Design muldiv_unit, sky130hd; sources not shown.
Figure 1. Where the registers sit.
Bar = 50 µm.
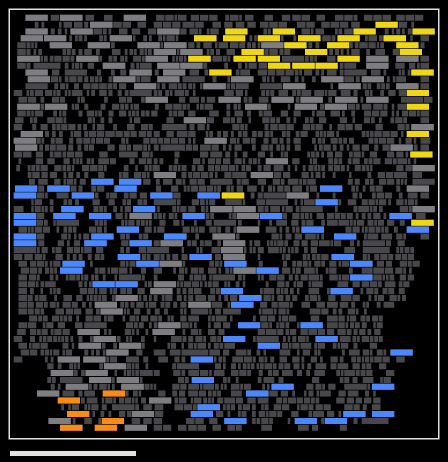
[yellow] hi | flops: 32
[orange] r_cnt | flops: 6 | where: south-west
[blue] r_acc | flops: 64
not colored: 104
flop share of the area: 0.2674
P_seq: 1.01 mW
FF+latch area: 5155 µm²
fin util: 0.6920

Figure 2. Ports around the boundary.
Pins as bars across the die edge, other pins in gray.
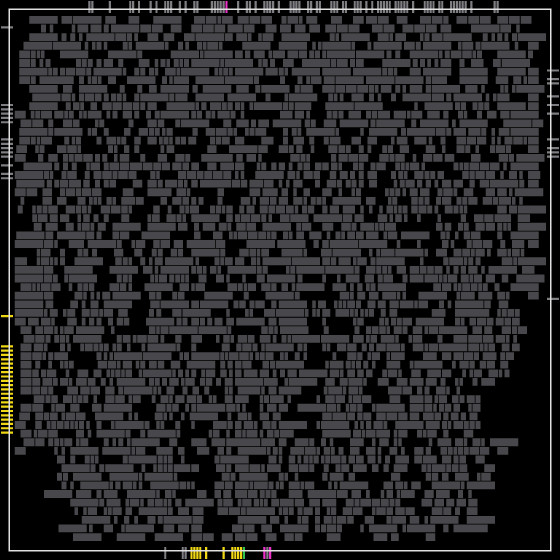
[green] busy | pins: 1 | direction: output | edge: south
[magenta] op | pins: 3 | direction: input | edge: 2 south, 1 north
[yellow] in2 | pins: 32 | direction: input | edge: 22 west, 10 south
all pins by edge: 74 north, 36 west, 17 south, 11 east
port bufs: 137
Die Ht: 170.4 µm
Die Width: 170.4 µm

Figure 3. Metal layers overlaid.
Only two layers are drawn.
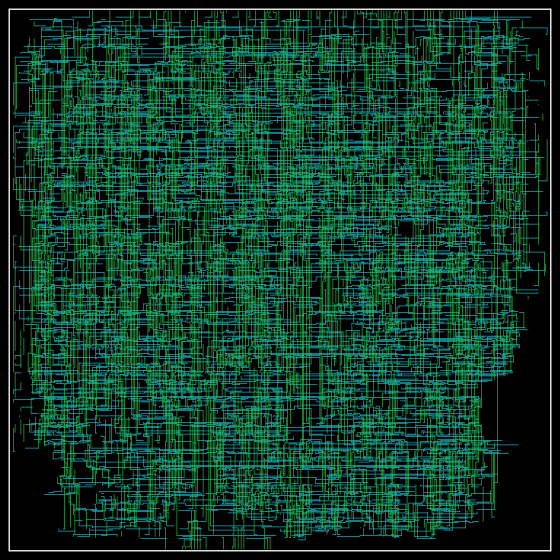
[cyan] metal 1 | wire length: 22.6 mm
[green] metal 2 | wire length: 25.9 mm
wire length per cell: 22.97 µm
aggregate routed wire length: 59.16 mm

==> run_results.csv <==
group,metric,value,unit
synthesis,ys_top_logic_family,"AND-OR/OR-AND gates",
placement,placedCellCount,2526,
clocking,hold_buffers,0,
synthesis,synthDistinctLibCells,78,
detailed_routing,vias,17240,
min_path,min_path_cells,2,
clocking,clkTransAtPathRegs,0.06,ns
critical_path,reg2regPathDepth,8,
critical_path,crit_arrival,7.70,ns
timing,worst_slack,4.315,ns
synthesis,syn-num-nets,2309,
clocking,root_buffer,"clkbuf_16",
floorplanning,core,27860,µm²
clocking,cts_made_buffers,26,
global_routing,grt_first_pass_wirelength,90.76,mm
timing,fin_crit_sh,0.6343,
clocking,cts_setup_buffers,0,
status,violations,"max-capacitance violations, max-slew violations",
final_layout,lay_top_cells,"268 x nand2_1, 238 x o21ai_0, 210 x a21oi_1",
synthesis,synthAoiAreaFrac,0.2761,
synthesis,ys.flop_type,"dfrtp_1",
critical_path,end_kind,"flip-flop",
synthesis,synthArstFlopShare,1.000,
clocking,cts_repair_resize_count,0,
clocking,clkSinkCount,206,
pwr,powerDensity,148.6,nW/µm²
synthesis,ys.flops,206,
critical_path,worstPathMaxFanout,78,
flow_run,warnings,30,
pwr,netSwitchingPower,1.051,mW
synthesis,adder_share,0.05530,
synthesis,synth.avg_cell_area,7.862,µm²
critical_path,crit_path_start_kind,"flip-flop",
synthesis,yosys_warnings,0,
flow_run,maxCapViolations,10,
timing,hold_slack,0.3671,ns
global_routing,grt.overflow.total,0,
critical_path,r2r_slack,4.31,ns
floorplanning,rows,61,
pwr,swShare,0.3667,
synthesis,ys_cells,2164,
timing,setup-tns-final,0,ns
placement,dpl-instance-area,18380,µm²
final_layout,mostFrequentLayoutCell,"nand2_1",
synthesis,synth_seq_share,0.3030,
status,status,"complete, but fails checks",
placement,dp_hpwl,42.40,mm
synthesis,synth_top_cell_by_area,"dfrtp_1",
detailed_routing,drtIter0Drc,2102,
synthesis,edf_count,0,
min_path,min_path_type,"flip-flop to flip-flop",
pwr,power.total,2.865,mW
final_layout,instances_no_fill,2575,
detailed_routing,postRouteAntennaNets,0,
clocking,h-tree-depth,1,
timing,tightest_slew,3.984,ns
pwr,vdd_drop_max,0.0001471,V
pwr,maxPowerGroup,"registers",
final_layout,drive_gt1_frac,0.05735,
critical_path,cp.required,12.01,ns
detailed_routing,drc,0,
detailed_routing,drt_first_pass_iters,8,
pwr,seq_power_share,0.352,
final_layout,largest_reg_flops,64,
floorplanning,die_area,29030,µm²
timing,hold_violations,0,
clocking,clock_latency,0.54,ns
clocking,cts_tree,"built",
pwr,p_clk,0.871,mW
synthesis,yosys_area,17010,µm²
pwr,combPwrFrac,0.344,
critical_path,path_class,"flip-flop to flip-flop",
final_layout,area_delta_synth_final,13.30,%
final_layout,antenna_cells,0,
floorplanning,io_pins,138,
synthesis,ys_sh_simple,0.1642,
synthesis,synthCells,2164,
timing,setup_violations,0,
pwr,leakage,8.233,nW
final_layout,fin_nets,2323,
global_routing,grt_max_degree,126,
timing,maxSlewViolCount,501,
floorplanning,initial_core_util,0.6107,
pwr,power.share.clock,0.304,
-- routing by layer --
metal / vias up / GRT usage / share of wire
li1: 7798 / - / -
met1: 8125 / 0.5184 / 0.38
met2: 1076 / 0.6203 / 0.44
met3: 241 / 0.09628 / 0.11
met4: 0 / 0.2687 / 0.073
met5: - / 0 / 0
-- cells by family (layout without fill, tap and decap cells) --
group / Yosys count / count (layout)
flip-flops: 206 / 206
AND-OR/OR-AND: 749 / 749
adder cells (fa/ha/maj): 74 / 74
multiplexers: 62 / 62
AND/OR/NAND/NOR: 619 / 619
XOR/XNOR: 205 / 205
buffers and inverters: 249 / 282
-- cell usage after synthesis, types with 16 or more instances --
cell type,number
a21o_1,31
a21oi_1,210
a221oi_1,25
a22oi_1,17
clkbuf_1,148
dfrtp_1,206
ha_1,72
inv_1,75
mux2_2,34
mux2i_1,28
nand2_1,269
nand3_1,30
nor2_1,166
nor3_1,24
nor4_1,17
o211ai_1,28
o21ai_0,231
o221ai_1,43
o22ai_1,16
o31ai_1,38
or3_1,18
xnor2_1,85
xor2_1,120
-- critical path, stage by stage, from the launching register on --
cell and delay, ns:
dfrtp_1 0.38, inv_1 0.06, ha_2 0.30, clkbuf_1 2.71
inv_1 0.19, clkbuf_1 0.98, o21bai_4 0.39, clkbuf_1 1.78
o21ai_0 0.35
-- cell type report --
type,instances,area [µm²]
flip-flops and latches,206,5155
fillers,2297,8581
clock inverters,10,160.2
well taps,378,473.0
clock buffers,37,773.2
repair buffers,160,1514
multi-input cells,1709,10920
inverters,75,282.8
Power figures rest on the tool's default switching activity, not on a simulated workload.
